==> run_1/detail.png <==
Bar = 5 um. Window x 295 to 315, y 219 to 239 um. Cells in gray, sequential cells in the stronger gray; small squares are vias.
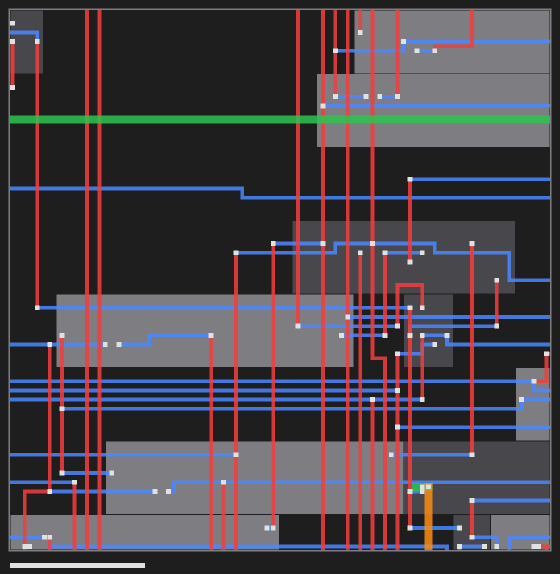
==> run_1/congestion.png <==
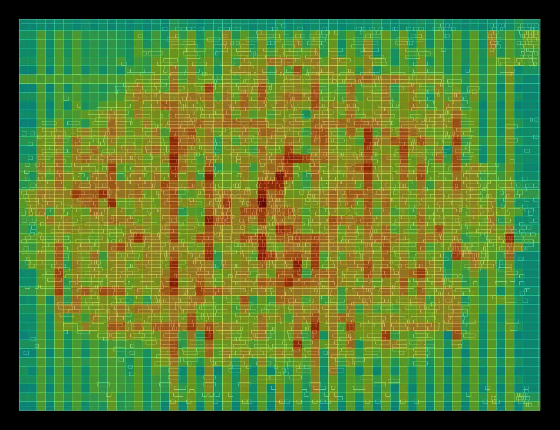
==> run_1/wires.png <==
Bar = 100 um. Two of the layers only.
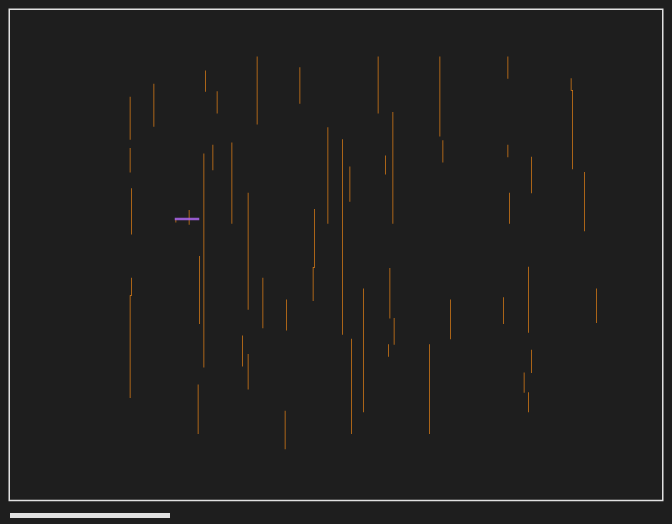
==> run_1/metal_density.png <==
20 x 15 tiles, from white (low) to dark blue (high), scaled to the fullest tile. Values are wire area over tile area, all layers added.
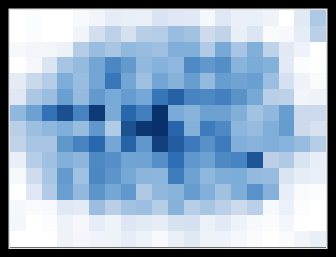
<file path="config.mk">
export PLATFORM = sky130hd
export DESIGN_NAME = chat_log_buffer
export DESIGN_NICKNAME = d
export VERILOG_FILES = /design/src/rtl/chat_log_buffer_pkg.sv /design/src/rtl/chat_line_ram.sv /design/src/rtl/chat_log_buffer.sv
export SDC_FILE = /design/constraint.sdc
export NUM_CORES = 1
export LEC_CHECK = 0
export CAP_MARGIN = 40
export CORE_ASPECT_RATIO = 0.75
export CORE_UTILIZATION = 30
export DETAILED_ROUTE_END_ITERATION = 8
export GPL_TIMING_DRIVEN = 0
export PLACE_DENSITY = 0.47
export SLEW_MARGIN = 40
export SYNTH_ARGS = -nofsm -noshare
export SYNTH_HDL_FRONTEND = slang
export SYNTH_SLANG_ARGS = --single-unit
</file>
<file path="constraint.sdc">
create_clock -name clock_65mhz -period 15.7 [get_ports clock_65mhz]
set_input_delay 1.57 -clock clock_65mhz [delete_from_list [all_inputs] [get_ports clock_65mhz]]
set_output_delay 1.57 -clock clock_65mhz [all_outputs]
set_load 0.03 [all_outputs]
</file>
<file path="src/rtl/chat_log_buffer_pkg.sv">
// Shared constants, prefixes and state encodings for the chat log buffer.
package chat_pkg;
    localparam int NLINES_DEF = 12;
    localparam int NCHAR_DEF  = 15;

    localparam logic [7:0] SPACE = 8'h20;
    localparam logic [7:0] BS    = 8'h08;
    localparam logic [7:0] CR    = 8'h0D;
    localparam logic [7:0] ESC   = 8'h1B;

    localparam logic [55:0] PREFIX_U1 = "User1: ";
    localparam logic [55:0] PREFIX_U2 = "User2: ";

    typedef enum logic [1:0] {
        IDLE   = 2'd0,
        COMMIT = 2'd1,
        FLUSH  = 2'd2
    } state_t;
endpackage

</file>
<file path="src/rtl/chat_line_ram.sv">
// Line storage for the chat log: one synchronous write port and one
// registered read port that can be forced to a blank line.
module chat_line_ram
    import chat_pkg::*;
#(
    parameter int NLINES = NLINES_DEF,
    parameter int NCHAR  = NCHAR_DEF,
    parameter int AW     = 4
) (
    input  logic               clock_65mhz,
    input  logic               reset_n,
    input  logic               we,
    input  logic [AW-1:0]      waddr,
    input  logic [NCHAR*8-1:0] wdata,
    input  logic [AW-1:0]      raddr,
    input  logic               rblank,
    output logic [NCHAR*8-1:0] rdata
);
    localparam logic [NCHAR*8-1:0] BLANK = {NCHAR{SPACE}};

    logic [NCHAR*8-1:0] mem [NLINES];

    always_ff @(posedge clock_65mhz) begin
        if (we) mem[waddr] <= wdata;
    end

    // Reads sample mem before a same-edge write lands.
    always_ff @(posedge clock_65mhz or negedge reset_n) begin
        if (!reset_n) rdata <= BLANK;
        else          rdata <= rblank ? BLANK : mem[raddr];
    end
endmodule

</file>
<file path="src/rtl/chat_log_buffer.sv">
// Chat line assembler with circular line log and live edit line.
// Optional: define CHATLOG_CLEAR_EN to make ESC clear the whole log.
module chat_log_buffer
    import chat_pkg::*;
#(
    parameter int NLINES     = NLINES_DEF,
    parameter int NCHAR      = NCHAR_DEF,
    parameter int PREFIX_LEN = 7,
    parameter int MSG_LEN    = NCHAR - PREFIX_LEN,
    parameter int IDX_BITS   = 4
) (
    input  logic                 clock_65mhz,
    input  logic                 reset_n,
    input  logic                 char_valid,
    input  logic [7:0]           char_data,
    input  logic                 char_user,
    output logic                 char_ready,
    input  logic [IDX_BITS-1:0]  rd_index,
    output logic [NCHAR*8-1:0]   rd_line,
    output logic [IDX_BITS-1:0]  line_count,
    output logic [MSG_LEN*8-1:0] edit_line,
    output logic [IDX_BITS-1:0]  edit_len,
    output logic                 overflow
);
    localparam int PW = $clog2(MSG_LEN);
    localparam logic [IDX_BITS-1:0] LAST    = IDX_BITS'(NLINES - 1);
    localparam logic [IDX_BITS-1:0] FULL    = IDX_BITS'(NLINES);
    localparam logic [IDX_BITS-1:0] MAX_LEN = IDX_BITS'(MSG_LEN);
    localparam logic [IDX_BITS:0]   NL_W    = (IDX_BITS+1)'(NLINES);

    state_t              state;
    logic [IDX_BITS-1:0] head;
    logic [IDX_BITS-1:0] tail;
    logic                cur_user;
    logic [7:0]          msg [MSG_LEN];

    logic                switch_req;
    logic                accept;
    logic                printable;
    logic                we;
    logic [NCHAR*8-1:0]  wr_line;
    logic [IDX_BITS:0]   rd_sum;
    logic [IDX_BITS-1:0] rd_addr;
    logic                rd_blank;

    for (genvar g = 0; g < MSG_LEN; g++) begin : g_pack
        assign edit_line[(MSG_LEN-1-g)*8 +: 8] = msg[g];
    end

    // A different sender mid-line stalls the character and flushes first.
    assign switch_req = char_valid && (edit_len != '0)
                        && (char_user != cur_user);
    assign char_ready = (state == IDLE) && !switch_req;
    assign accept     = char_valid && char_ready;
    assign printable  = (char_data >= 8'h20) && (char_data <= 8'h7E);

    assign we      = (state == COMMIT) || (state == FLUSH);
    assign wr_line = {cur_user ? PREFIX_U2 : PREFIX_U1, edit_line};

    assign rd_sum   = {1'b0, head} + {1'b0, rd_index};
    assign rd_addr  = (rd_sum >= NL_W) ? IDX_BITS'(rd_sum - NL_W)
                                       : IDX_BITS'(rd_sum);
    assign rd_blank = rd_index >= line_count;

    always_ff @(posedge clock_65mhz or negedge reset_n) begin
        if (!reset_n) begin
            state      <= IDLE;
            head       <= '0;
            tail       <= '0;
            line_count <= '0;
            edit_len   <= '0;
            cur_user   <= 1'b0;
            overflow   <= 1'b0;
            for (int i = 0; i < MSG_LEN; i++) msg[i] <= SPACE;
        end else begin
            overflow <= 1'b0;
            unique case (state)
                IDLE: begin
                    if (switch_req) begin
                        state <= FLUSH;
                    end else if (accept) begin
                        unique case (1'b1)
                            printable: begin
                                if (edit_len < MAX_LEN) begin
                                    msg[PW'(edit_len)] <= char_data;
                                    edit_len <= edit_len + 1'b1;
                                    if (edit_len == '0) cur_user <= char_user;
                                end else begin
                                    overflow <= 1'b1;
                                end
                            end
                            char_data == BS: begin
                                if (edit_len != '0) begin
                                    msg[PW'(edit_len - 1'b1)] <= SPACE;
                                    edit_len <= edit_len - 1'b1;
                                end
                            end
                            char_data == CR: begin
                                if (edit_len != '0) state <= COMMIT;
                            end
`ifdef CHATLOG_CLEAR_EN
                            char_data == ESC: begin
                                head       <= '0;
                                tail       <= '0;
                                line_count <= '0;
                                edit_len   <= '0;
                                for (int i = 0; i < MSG_LEN; i++) msg[i] <= SPACE;
                            end
`endif
                            default: ;
                        endcase
                    end
                end
                COMMIT, FLUSH: begin
                    tail <= (tail == LAST) ? '0 : tail + 1'b1;
                    if (line_count < FULL) line_count <= line_count + 1'b1;
                    else head <= (head == LAST) ? '0 : head + 1'b1;
                    edit_len <= '0;
                    for (int i = 0; i < MSG_LEN; i++) msg[i] <= SPACE;
                    state <= IDLE;
                end
                default: state <= IDLE;
            endcase
        end
    end

    chat_line_ram #(
        .NLINES (NLINES),
        .NCHAR  (NCHAR),
        .AW     (IDX_BITS)
    ) u_ram (
        .clock_65mhz (clock_65mhz),
        .reset_n     (reset_n),
        .we          (we),
        .waddr       (tail),
        .wdata       (wr_line),
        .raddr       (rd_addr),
        .rblank      (rd_blank),
        .rdata       (rd_line)
    );
endmodule

</file>
==> results.txt, run 1 <==
Flow results follow.

The cell type of the slowest stage on the worst timing path is sky130_fd_sc_hd__a311oi_1. The switching part of the total is 37.92%. The tightest min-delay check is of the flip-flop to flip-flop type. Per the slew report, the remaining headroom to the max-slew limit stands at 42.84%. The most used flip-flop cell after synthesis is sky130_fd_sc_hd__edfxtp_1. The largest delay contributor family on the critical path is buffers and inverters. The flow reports power dissipated in combinational cells as 0.00386 W. The die footprint is 0.1242 mm^2. The sequential share of cell area is 61.29%. The signal on the critical path passes through clkdlybuf4s50_1 -> ha_1 -> inv_1 -> fa_1 -> xor2_1 -> inv_1 -> ha_1 -> a31oi_1 -> o2111ai_2 -> nand2_1 -> clkbuf_2 -> clkbuf_1 -> nand2_1 -> a311oi_1. The first global-routing pass estimated 147.5 mm of wire. RePlAce ended its routability-driven mode at a weighted congestion of 0.8429.

The synthesized netlist devotes 0.6995% of its cell area to adder and majority cells. Per report_power, the clock group accounts for 23.0% of the total. The proportion of power drawn by combinational gates is 39.1%. The endpoint of the worst hold path is state[0]$_DFFE_PN0P_.

The fill cell total of the finished layout is 11310. The clock latency on the worst-skew pair is 0.70 ns. The share of layout cells above drive strength 1 is 25.21%. The run finished with clean final reports. The flip-flop count of the largest register, all copies and words added is 792. In the routed layout, each cell is associated on average with a via count of 4.892. The number of antenna violations at the first check in global routing is 8. Per the OpenROAD power report, switching power amounts to 0.003747 W. The clock distribution power is 0.00228 W.

The time the worst path needs with I/O delays and setup is 5.788 ns. The fraction of registers with async set/reset is 16.10%. The worst reg2reg path endpoint is u_ram.rdata[43]$_DFF_PN0_. The final antenna diode tally reported by the flow is 1. Entering global routing, the biggest net connects 52 pins.

After synthesis, the share of cell area in mux cells is 12.38%. Across the placement rows, the number of tap cells is 1624. Looking at hold timing, the worst path starts from state[0]$_DFFE_PN0P_.

The met3 capacity usage during global routing is 3.547%. The combinational share of cell area is 17.88%. The simple-gate portion of the synthesized area is 3.708%.

The DRC violation total left in the routed layout is recorded as 0. Non-clock buffering takes up 9.199% of total cell area after layout. Per the GRT congestion report, total overflow comes to 0. The launch point of the worst reg-to-reg path is head[0]$_DFFE_PN0P_.

The data arrival time of the critical path is 6.30 ns. The via count of the first global-routing pass is 20670. The unique cell type count in the Yosys netlist is 60.
## Picture notes: detail.png
Blue stands for metal 1. Green stands for metal 3. Orange stands for metal 4. Red stands for metal 2.
Netlist names of flops here include u_ram.mem (4). 8 logic cells have their middle in the window. Most frequent: edfxtp_1 (4). Sequential cells in the window: 4.

## Picture notes: congestion.png
final standard cell utilization of the core: 37.28%
global-route layer with the greatest usage: met2
total routing resource utilization after global routing: 16.42%
met2 layer usage reported by global route: 24.95%

## Picture notes: wires.png
Orange stands for metal 4, wire length 1720 um. Purple stands for metal 5, wire length 13.8 um.
WL per Instance: 25.21 um
wire length reported by the detailed router: 101.3 mm
total vias in the final route: 19650

## Picture notes: metal_density.png
8.3% of the tiles are nearly empty. The densest ninth of the die: center. 27% of the tiles are over half the peak. The emptiest ninth of the die: south-east. The mean over all tiles is 0.13. The fullest tile reaches 0.38.

==> run 1: layer usage <==
metal,routed length [um],part of all wire (%)
met5,13,0.013
met4,1719,1.7
met3,6699,6.6
met2,45940,45
met1,46890,46
==> run 1: metrics by stage <==
stage	setup slack (ns)	power (W)	hold WS [ns]	instances	area (um^2)
4_1_cts	9.935	0.01004	0.5488	4015	45030
6_report	9.912	0.009883	0.5533	4017	45050
2_1_floorplan	9.100	0.005960	0.4919	1967	36970
3_5_place_dp	9.196	0.007743	0.5317	3835	41920
3_3_place_gp	2.824	0.007641	0.5093	3764	40730
5_1_grt	9.680	0.01039	0.5718	4016	45040
==> run 1 -> run 2 <==
==> constraint.sdc (replaced) <==
create_clock -name clock_65mhz -period 5.4 [get_ports clock_65mhz]
set_input_delay 0.54 -clock clock_65mhz [delete_from_list [all_inputs] [get_ports clock_65mhz]]
set_output_delay 0.54 -clock clock_65mhz [all_outputs]
set_load 0.03 [all_outputs]
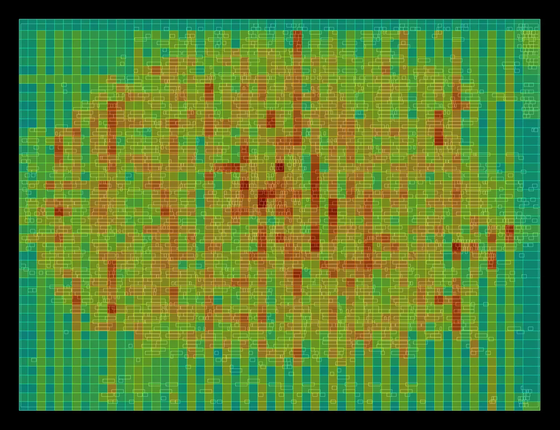
(run_2/congestion.png)
GR met1 Demand/Resource: 22.80%
GRT met3 Usage: 3.066%
WL per Instance: 24.39 um
final standard cell utilization of the core: 37.48%
total routing resource utilization after global routing: 15.72%

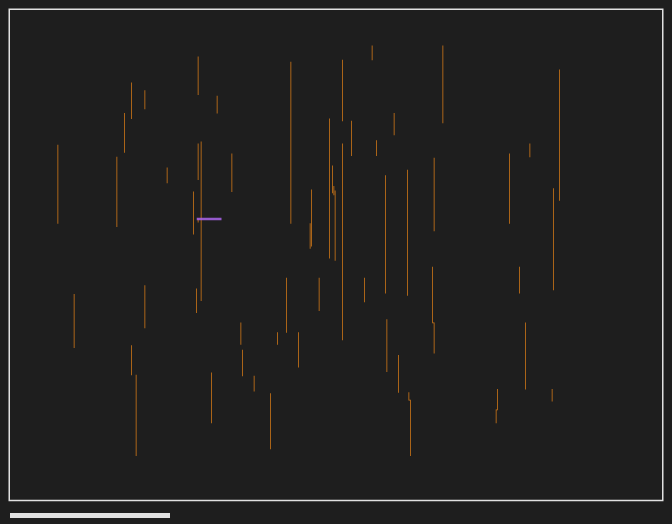
(run_2/wires.png)
Bar = 100 um. Two of the layers only.
Orange stands for metal 4, wire length 1920 um. Purple stands for metal 5, wire length 13.8 um.
wire length reported by the detailed router: 97.80 mm
total vias in the final route: 19430

==> run 2 against run 1 <==
Register-to-register slack worse by 10 ns. Critical endpoint is now u_ram.rdata[35]$_DFF_PN0_. Clock power rose to 3.1 times the previous value. Critical path depth is 1 lower.
==> results.txt, run 2 <==
Flow results follow.

The final clock period utilization by the worst path is 88.69%. The register with the most flip-flops in the layout has 792 of them. The share of layout cells above drive strength 1 is 25.27%. The simple-gate portion of the synthesized area is 3.708%. Summed over all nets, wire length on met2 after detailed routing comes to 45.49 mm.

At the later pin of the worst-skew pair, clock insertion delay measures 0.71 ns. Per the breakdown, switching nets consume 37.37% of all power. The dominant synthesized flop cell is sky130_fd_sc_hd__edfxtp_1. The headroom to the max-slew limit is 42.83%. The worst setup slack before clock tree synthesis is -0.1669 ns.

Across all hold checks on the routed design, the worst slack comes to 0.2893 ns. In this run, power in combinational logic comes to 0.0111 W. In the post-route analysis, the smallest setup slack over all paths is 0.6109 ns. The post-layout total power is 0.02907 W. The via count of the first global-routing pass is 20100.

The number of antenna violations at the first check in global routing is 6. The time the worst path needs with I/O delays and setup is 4.789 ns. The detailed router reports a met3 wire length of 4.870 mm. The area of the core is 0.1208 mm^2. The highest layer used for signal routing is met5. The unique cell type count in the Yosys netlist is 60. Port buffering added 173 buffers. The number of standard cells in the final layout excluding fillers is 4010. The path class of the tightest hold or removal check is input port to async pin. The flow ran to the end, and the final reports show no timing, DRC or antenna violations. The data arrival time of the critical path is 5.32 ns. The final weighted congestion recorded by global placement is 0.8266. Per the GRT congestion report, total overflow comes to 0. The endpoint of the worst setup timing path is u_ram.rdata[35]$_DFF_PN0_. The count of inserted antenna diode cells is 0. Counting the fill cells in the layout gives 11190. The logs give a warning total of 31. The cell type of the slowest stage on the worst timing path is sky130_fd_sc_hd__a311oi_1. Entering global routing, the biggest net connects 50 pins.

The area fraction in full adders, half adders and majority gates is 0.6995%. The clock distribution power is 0.00707 W. The detailed router put a total of 45.51 mm of wire on met1.

The final design instance area without fill is 0.04529 mm^2. The remaining design rule violation count is 0. The worst reg2reg path endpoint is u_ram.rdata[35]$_DFF_PN0_.

The worst register-to-register path begins at head[0]$_DFFE_PN0P_. The vias per cell is 4.846. Counting flops with an async set or reset pin after synthesis yields a share of 16.10%. The net switching power in the latest report is 0.01086 W.

The global-route wire length before repair is 141.3 mm. Looking at the power breakdown, combinational cells take 38.3% of the total. The clock network burns 24.3% of the power.
[run 2: cell counts after synthesis]
Identical to the previous run, type by type.
[run 2: area by class of cell]
class / instances / area, um^2 / share of cell area (%)
Sequential cell: 944 / 27610 / 60.96
Multi-Input combinational cell: 769 / 8063 / 17.80
Timing Repair Buffer: 230 / 2765 / 6.105
Clock buffer: 122 / 2636 / 5.821
Tap cell: 1624 / 2032 / 4.487
Buffer: 228 / 1344 / 2.967
Clock inverter: 67 / 744.5 / 1.644
Inverter: 26 / 97.59 / 0.2155
[run 2: per-layer routing]
| layer | GRT usage [%] | up-vias |
|---|---|---|
| met4 | 3.611 | 2 |
| met5 | 0 | - |
| li1 | - | 8381 |
| met3 | 3.066 | 141 |
| met1 | 22.80 | 10380 |
| met2 | 24.29 | 528 |
==> run 2 -> run 3 <==
--- a/config.mk
+++ b/config.mk
@@ -11,6 +11,7 @@
 export DETAILED_ROUTE_END_ITERATION = 8
 export GPL_TIMING_DRIVEN = 0
 export PLACE_DENSITY = 0.47
+export REMOVE_ABC_BUFFERS = 1
 export SLEW_MARGIN = 40
 export SYNTH_ARGS = -nofsm -noshare
 export SYNTH_HDL_FRONTEND = slang
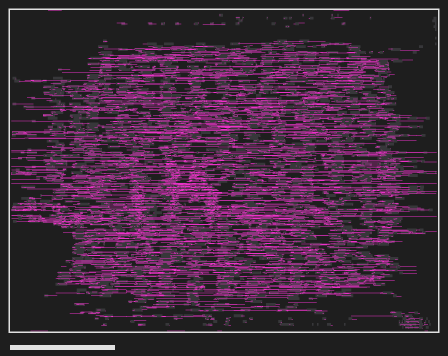
(run_3/layer_met1.png)
Bar = 100 um. Cells faint in the background.
The layer holds 47% of the routed length. 2037 nets have wire on it. The wires run mostly horizontal. The longest straight run is 175 um.
wire length reported by the detailed router: 95.46 mm
GR met1 Demand/Resource: 22.43%
total vias in the final route: 18580

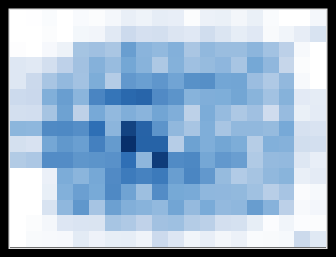
(run_3/metal_density.png)
20 x 15 tiles, from white (low) to dark blue (high), scaled to the fullest tile. Values are wire area over tile area, all layers added.
The mean over all tiles is 0.12. The fullest tile reaches 0.37. The densest ninth of the die: center. 23% of the tiles are over half the peak. 9.3% of the tiles are nearly empty. The emptiest ninth of the die: north-west.
total routing resource utilization after global routing: 15.46%
WL per Instance: 24.91 um

==> run 3 against run 2 <==
Power about the same. Via count down 4.4%. Cell count down 4.4%. Fmax up 12%. Critical path depth unchanged. Worst hold slack better by 0.039 ns. Register-to-register slack better by 0.51 ns. Largest cell class unchanged.
==> results.txt, run 3 <==
Flow results follow.

The cell type of the slowest stage on the worst timing path is sky130_fd_sc_hd__a311oi_1. In the final layout, clock buffers and inverters account for 7.917% of the cell area. The number of non-clock buffers in the layout is 286. The register with the most flip-flops in the layout has 792 of them. Counting tap cells, the placed design contains a total of 3648 instances. The multi-input logic cell count is 769. The layout report gives the multi-input gate share of total cell area as 18.11%. The worst setup slack before clock tree synthesis is 0.4784 ns. The largest area contributor in the synthesized netlist is sky130_fd_sc_hd__edfxtp_1.

Per the OpenROAD floorplan log, the area of the core is 0.1208 mm^2. The CTS tree is built. The first global-routing pass estimated 138.7 mm of wire.

The most critical hold endpoint after final layout shows a slack of 0.3281 ns. In the final layout, the clock buffer count is 121. Sequential cells make up 61.36% of the cell area. The post-placement cell area is 0.04142 mm^2.

The peak-usage layer in the global routing report is met2. Checking max transition, the worst relative margin is 43.19%. The number of non-clock inverters in the layout is 26. The buffer share of cell area is 7.878%. The vias per cell is 4.848. The met3 capacity usage during global routing is 3.354%.

More flip-flops sit in one register than any other, and that register is u_ram.mem. At the worst endpoint, the required time is 5.91 ns. The leading cell category by total area is flip-flops and latches.

The register cell area after layout is 0.02761 mm^2. Signal nets in the final route climb as high as met5. The cell-mix breakdown from Yosys lists the simple-gate area share as 3.708%. The portion of synthesized area spent on multiplexers is 12.38%. Sorting the synthesized cells by area gives the leading types as sky130_fd_sc_hd__edfxtp_1 (65%), sky130_fd_sc_hd__mux4_2 (12%), sky130_fd_sc_hd__dfrtp_1 (9.2%). Input and output buffers added on the ports amount to 174. The largest delay contributor family on the critical path is AND-OR/OR-AND gates. The most used flip-flop cell after synthesis is sky130_fd_sc_hd__edfxtp_1. The utilization after layout is 37.23%. The routed design could run at a clock period as short as 4.282 ns. The multi-input combinational cells in the finished layout cover a total of 0.008148 mm^2. The sequential cell count is 944.

The unique cell type count in the Yosys netlist is 60. Yosys reported that registers with async set or reset make up 16.10%. The run finished with clean final reports. The detailed router put a total of 44.43 mm of wire on met1. The logs give a warning total of 30. The slew at the pin closest to its max-slew limit is 0.8475 ns.

Entering global routing, the biggest net connects 43 pins. The global route stage reports its total congestion overflow as 0. According to the floorplan report, the total die area is 0.1242 mm^2.

The type recorded for the worst min-delay path is input port to async pin. The count of inserted antenna diode cells is 0. The number of antenna violations at the first check in global routing is 1. The placer's final routability congestion estimate is 0.7465. The run reported a max-capacitance violation count of 0. The count of endpoints failing hold in the final timing report is 0. The share of layout cells above drive strength 1 is 24.13%. After layout, the worst setup slack is 1.118 ns.

In this run the critical path is formed by ha_4 -> inv_1 -> fa_4 -> xor2_1 -> inv_1 -> ha_1 -> a31oi_1 -> o2111ai_4 -> buf_8 -> nand2_4 -> buf_12 -> nand2_1 -> a311oi_1. The routed wire length on met3 is 5.073 mm. In the global route stage, met2 resource usage came out at 23.92%. The final clock period utilization by the worst path is 79.29%. After Yosys synthesis, full adders, half adders and majority gates account for 0.6995% of the synthesized area.

The detailed router reports a met2 wire length of 44.52 mm. For the worst setup path, the data arrival time is 4.79 ns. The number of standard cells in the final layout excluding fillers is 3833. Per the skew report, the later register of the worst-skew pair sees a clock latency of 0.70 ns. The fill cell total of the finished layout is 11110. The tap cell instance count is 1624. The design draws 0.02909 W.

The final design instance area without fill is 0.04499 mm^2. Per the detail_route report, DRC violations left total 0. On the worst path, the slowest cell contributes a delay of 0.49 ns. The via count of the first global-routing pass is 19400.

The post-synthesis average cell area is 19.05 um^2.
[run 3: cell counts after synthesis]
Identical to the previous run, type by type.
[run 3: final timing paths]
check,startpoint,endpoint,cells after the start
max reg2reg,head[0]$_DFFE_PN0P_,u_ram.rdata[35]$_DFF_PN0_,13
max,head[0]$_DFFE_PN0P_,u_ram.rdata[35]$_DFF_PN0_,13
min reg2reg,state[0]$_DFFE_PN0P_,state[0]$_DFFE_PN0P_,1
max in group asynchronous,reset_n,edit_line[37]$_DFFE_PN1P_,4
min,reset_n,u_ram.rdata[20]$_DFF_PN0_,2
min in group clock_65mhz,state[0]$_DFFE_PN0P_,state[0]$_DFFE_PN0P_,1
[run 3: power by group]
part	switching [W]	internal, W
Combinational	0.00645	0.00448
Clock	0.00296	0.00441
Sequential	0.00104	0.00975
Power and IR drop assume default switching activity.
